**config.mk**
```make
export PLATFORM = sky130hd
export DESIGN_NAME = mio_bus_flat
export DESIGN_NICKNAME = d
export VERILOG_FILES = /design/src/rtl/mio_bus_if.sv /design/src/rtl/mio_bus.sv /design/src/flat_wrapper.sv
export SDC_FILE = /design/constraint.sdc
export NUM_CORES = 1
export LEC_CHECK = 0
export CAP_MARGIN = 20
export CORE_AREA = 2 2 120 122
export DETAILED_ROUTE_END_ITERATION = 7
export DIE_AREA = 0 0 122 124
export PLACE_DENSITY = 0.82
export RECOVER_POWER = 100
export SETUP_SLACK_MARGIN = 0.1
export SLEW_MARGIN = 20
export SYNTH_ARGS = -nofsm -noshare
export SYNTH_HDL_FRONTEND = slang
export SYNTH_SLANG_ARGS = --single-unit
export TNS_END_PERCENT = 1
```
**constraint.sdc**
```tcl
create_clock -name clk -period 4.7 [get_ports clk]
set_clock_uncertainty 0.2 [all_clocks]
set_input_delay 0.94 -clock clk [delete_from_list [all_inputs] [get_ports clk]]
set_output_delay 0.94 -clock clk [all_outputs]
set_load 0.01 [all_outputs]
```
**src/rtl/mio_bus_if.sv**
```systemverilog
// mio_bus_if: CPU word-access handshake between the datapath and the memory/IO bus controller.
interface mio_bus_if;
    logic        mem_r;
    logic        mem_w;
    logic [31:0] M_addr;
    logic [31:0] data_out;
    logic [31:0] data2CPU;
    logic        MIO_ready;
    logic        bus_err;
    modport master (output mem_r, mem_w, M_addr, data_out, input data2CPU, MIO_ready, bus_err);
    modport slave  (input mem_r, mem_w, M_addr, data_out, output data2CPU, MIO_ready, bus_err);
endinterface

```
**src/rtl/mio_bus.sv**
```systemverilog
// mio_bus: decodes CPU word accesses to RAM/ROM/IO, sequences wait states and IO handshakes.
module mio_bus #(
    parameter int RAM_AW     = 12,
    parameter int RAM_WAIT   = 2,
    parameter int ROM_WAIT   = 2,
    parameter int IO_TIMEOUT = 255
) (
    input  logic              clk,
    input  logic              rst,
    mio_bus_if.slave          cpu,
    output logic              ram_en,
    output logic              ram_we,
    output logic [RAM_AW-1:0] ram_addr,
    output logic [31:0]       ram_wdata,
    input  logic [31:0]       ram_rdata,
    output logic              rom_en,
    output logic [11:0]       rom_addr,
    input  logic [31:0]       rom_rdata,
    output logic              io_req,
    output logic              io_we,
    output logic [15:0]       io_addr,
    output logic [31:0]       io_wdata,
    input  logic [31:0]       io_rdata,
    input  logic              io_ack
);
    localparam int RW = (RAM_WAIT < 2) ? 2 : RAM_WAIT;
    localparam int OW = (ROM_WAIT < 2) ? 2 : ROM_WAIT;
    localparam logic [7:0] RAM_CNT = 8'(RW - 1);
    localparam logic [7:0] ROM_CNT = 8'(OW - 1);
    localparam logic [7:0] TO_LAST = 8'(IO_TIMEOUT - 1);

    typedef enum logic [1:0] {IDLE, ACCESS, IOWAIT, DONE} state_t;
    typedef enum logic [1:0] {R_RAM, R_ROM, R_IO, R_NONE} region_t;

    state_t      state, nxt;
    region_t     dec, reg_q;
    logic [31:0] addr_q, wdata_q;
    logic        we_q, first, err_q, req, bad;
    logic [7:0]  cnt, timer;

    assign req = cpu.mem_r | cpu.mem_w;
    assign dec = (cpu.M_addr[31:28] == 4'h0)      ? R_RAM :
                 (cpu.M_addr[31:28] == 4'h3)      ? R_ROM :
                 (cpu.M_addr[31:29] == 3'b111)    ? R_IO  : R_NONE;
    // Unmapped regions and ROM writes fault without ever strobing a slave.
    assign bad = (dec == R_NONE) || (dec == R_ROM && cpu.mem_w);

    assign ram_en        = (state == ACCESS) && first && (reg_q == R_RAM);
    assign ram_we        = ram_en && we_q;
    assign ram_addr      = addr_q[RAM_AW+1:2];
    assign ram_wdata     = wdata_q;
    assign rom_en        = (state == ACCESS) && first && (reg_q == R_ROM);
    assign rom_addr      = addr_q[13:2];
    assign io_req        = (state == IOWAIT);
    assign io_we         = io_req && we_q;
    assign io_addr       = addr_q[15:0];
    assign io_wdata      = wdata_q;
    assign cpu.MIO_ready = (state == DONE);
    assign cpu.bus_err   = (state == DONE) && err_q;

    always_ff @(posedge clk or negedge rst)
        if (!rst) state <= IDLE;
        else      state <= nxt;

    always_comb begin
        nxt = state;
        case (state)
            IDLE:    nxt = !req ? IDLE : bad ? DONE : (dec == R_IO) ? IOWAIT : ACCESS;
            ACCESS:  nxt = (cnt == 8'd0) ? DONE : ACCESS;
            IOWAIT:  nxt = (io_ack || timer == TO_LAST) ? DONE : IOWAIT;
            default: nxt = IDLE;
        endcase
    end

    always_ff @(posedge clk or negedge rst) begin
        if (!rst) begin
            addr_q       <= '0;
            wdata_q      <= '0;
            we_q         <= 1'b0;
            reg_q        <= R_NONE;
            first        <= 1'b0;
            err_q        <= 1'b0;
            cnt          <= '0;
            timer        <= '0;
            cpu.data2CPU <= '0;
        end else begin
            case (state)
                IDLE: if (req) begin
                    addr_q  <= cpu.M_addr;
                    wdata_q <= cpu.data_out;
                    we_q    <= cpu.mem_w;
                    reg_q   <= dec;
                    first   <= 1'b1;
                    err_q   <= bad;
                    cnt     <= (dec == R_ROM) ? ROM_CNT : RAM_CNT;
                    timer   <= '0;
                end
                ACCESS: begin
                    first <= 1'b0;
                    cnt   <= cnt - 8'd1;
                    if (cnt == 8'd0 && !we_q)
                        cpu.data2CPU <= (reg_q == R_RAM) ? ram_rdata : rom_rdata;
                end
                IOWAIT: begin
                    timer <= timer + 8'd1;
                    if (io_ack) begin
                        if (!we_q) cpu.data2CPU <= io_rdata;
                    end else if (timer == TO_LAST) begin
                        err_q        <= 1'b1;
                        cpu.data2CPU <= 32'hFFFF_FFFF;
                    end
                end
                default: ;
            endcase
        end
    end
endmodule

```
**src/flat_wrapper.sv**
```systemverilog
// flat-port wrapper written by rule: the top's interface ports become plain ports
module mio_bus_flat 
#(
    parameter int RAM_AW     = 12,
    parameter int RAM_WAIT   = 2,
    parameter int ROM_WAIT   = 2,
    parameter int IO_TIMEOUT = 255
)
  (clk, rst, ram_en, ram_we, ram_addr, ram_wdata, ram_rdata, rom_en, rom_addr, rom_rdata, io_req, io_we, io_addr, io_wdata, io_rdata, io_ack, cpu_mem_r, cpu_mem_w, cpu_M_addr, cpu_data_out, cpu_data2CPU, cpu_MIO_ready, cpu_bus_err);
  mio_bus_if cpu_i ();
  input  logic clk;
  input  logic rst;
  output logic ram_en;
  output logic ram_we;
  output logic [RAM_AW-1:0] ram_addr;
  output logic [31:0] ram_wdata;
  input  logic [31:0] ram_rdata;
  output logic rom_en;
  output logic [11:0] rom_addr;
  input  logic [31:0] rom_rdata;
  output logic io_req;
  output logic io_we;
  output logic [15:0] io_addr;
  output logic [31:0] io_wdata;
  input  logic [31:0] io_rdata;
  input  logic io_ack;
  input wire logic [$bits(cpu_i.mem_r)-1:0] cpu_mem_r;
  input wire logic [$bits(cpu_i.mem_w)-1:0] cpu_mem_w;
  input wire logic [$bits(cpu_i.M_addr)-1:0] cpu_M_addr;
  input wire logic [$bits(cpu_i.data_out)-1:0] cpu_data_out;
  output wire logic [$bits(cpu_i.data2CPU)-1:0] cpu_data2CPU;
  output wire logic [$bits(cpu_i.MIO_ready)-1:0] cpu_MIO_ready;
  output wire logic [$bits(cpu_i.bus_err)-1:0] cpu_bus_err;
  assign cpu_i.mem_r = cpu_mem_r;
  assign cpu_i.mem_w = cpu_mem_w;
  assign cpu_i.M_addr = cpu_M_addr;
  assign cpu_i.data_out = cpu_data_out;
  assign cpu_data2CPU = cpu_i.data2CPU;
  assign cpu_MIO_ready = cpu_i.MIO_ready;
  assign cpu_bus_err = cpu_i.bus_err;
  mio_bus #(.RAM_AW(RAM_AW), .RAM_WAIT(RAM_WAIT), .ROM_WAIT(ROM_WAIT), .IO_TIMEOUT(IO_TIMEOUT)) u_core (.clk(clk), .rst(rst), .cpu(cpu_i), .ram_en(ram_en), .ram_we(ram_we), .ram_addr(ram_addr), .ram_wdata(ram_wdata), .ram_rdata(ram_rdata), .rom_en(rom_en), .rom_addr(rom_addr), .rom_rdata(rom_rdata), .io_req(io_req), .io_we(io_we), .io_addr(io_addr), .io_wdata(io_wdata), .io_rdata(io_rdata), .io_ack(io_ack));
endmodule
```
Metal layers overlaid:
Drawn at 3 px/um.
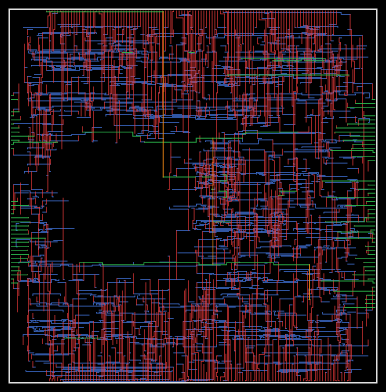
| color | layer | wire length |
|---|---|---|
| green | met3 | 792 um |
| orange | met4 | 109 um |
| blue | met1 | 6370 um |
| red | met2 | 8350 um |

Routed clock nets over the placement:
Drawn at 2 px/um.
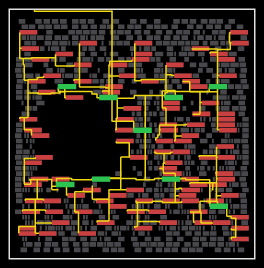
[green] cells driving clock nets | count: 9
[yellow] clock wires | length: 1300 um
[red] flip-flops | count: 103
flops lie: widely spread

Sequential cells grouped by signal name:
Drawn at 4 px/um.
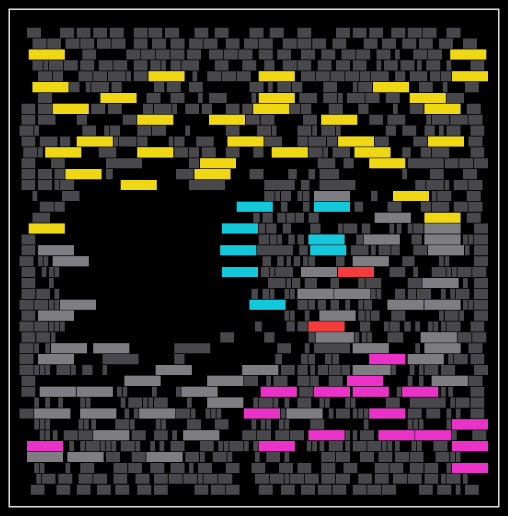
| color | name in the netlist | sequential cells |
|---|---|---|
| yellow | u_core.cpu.data2CPU | 32 |
| magenta | u_core.addr_q | 16 |
| red | u_core.state | 2 |
| cyan | u_core.timer | 8 |

==> run notes <==
Implementation results

The share of cell area taken by multi-input logic gates is a little over a quarter. The setup slack on the worst flop-to-flop path is ~1.5 ns. The timing report attributes the biggest portion of critical-path delay to buffers and inverters. The flow ran to the end, but the final reports show violations. The most critical setup path has its endpoint at u_core.addr_q[3]. Max-slew check failures listed in the final report amount to 146. The max-capacitance violation count is 3.

The power per standard cell area is around 210 mW/mm2. All stages included, the depth of the critical timing path comes to 5. For this run, the share of the core covered by cells in the final layout is 60.6%. Before CTS, the worst setup slack after placement is between 1 and 1.5 ns. The area taken by sequential standard cells is reported as around 0.0026 mm2. The checks that failed: max-capacitance violations, max-slew violations. The endpoint of the worst hold path is u_core.addr_q[14]. The routed length on met3 is 792 um.

The final cell area excluding filler cells is ~0.0083 mm2. A synthesized cell averages roughly 9.5 um2. The post-synthesis instance area is approximately 0.0054 mm2. The area share of and/or/nand/nor cells after synthesis is between 10% and 20%. The net count after synthesis is between 700 and 800.
Routing congestion map:
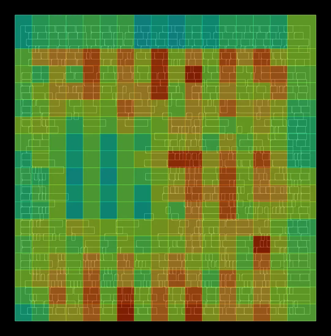
total global-route track usage: 20.3%
met2 track demand over resource: 36.3%

Close-up of the layout:
Region (82, 21) to (102, 41) um. Cells in gray, sequential cells in the stronger gray; small squares are vias.
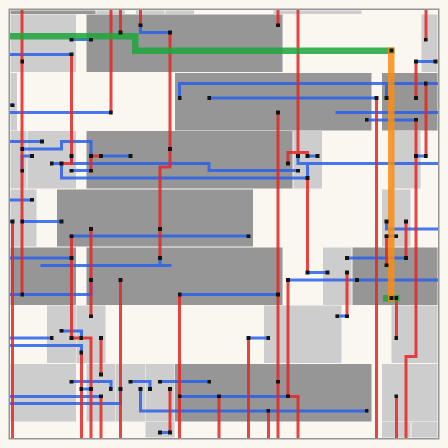
| color | layer |
|---|---|
| red | met2 |
| blue | met1 |
| orange | met4 |
| green | met3 |
sequential cells in the window: 6
netlist names of flops here include: u_core.addr_q (4)
cells with their middle in the window: 20
most frequent: nand2_1 (8), dfrtp_1 (5), clkdlybuf4s50_1 (2)

Power and IR drop assume default switching activity.
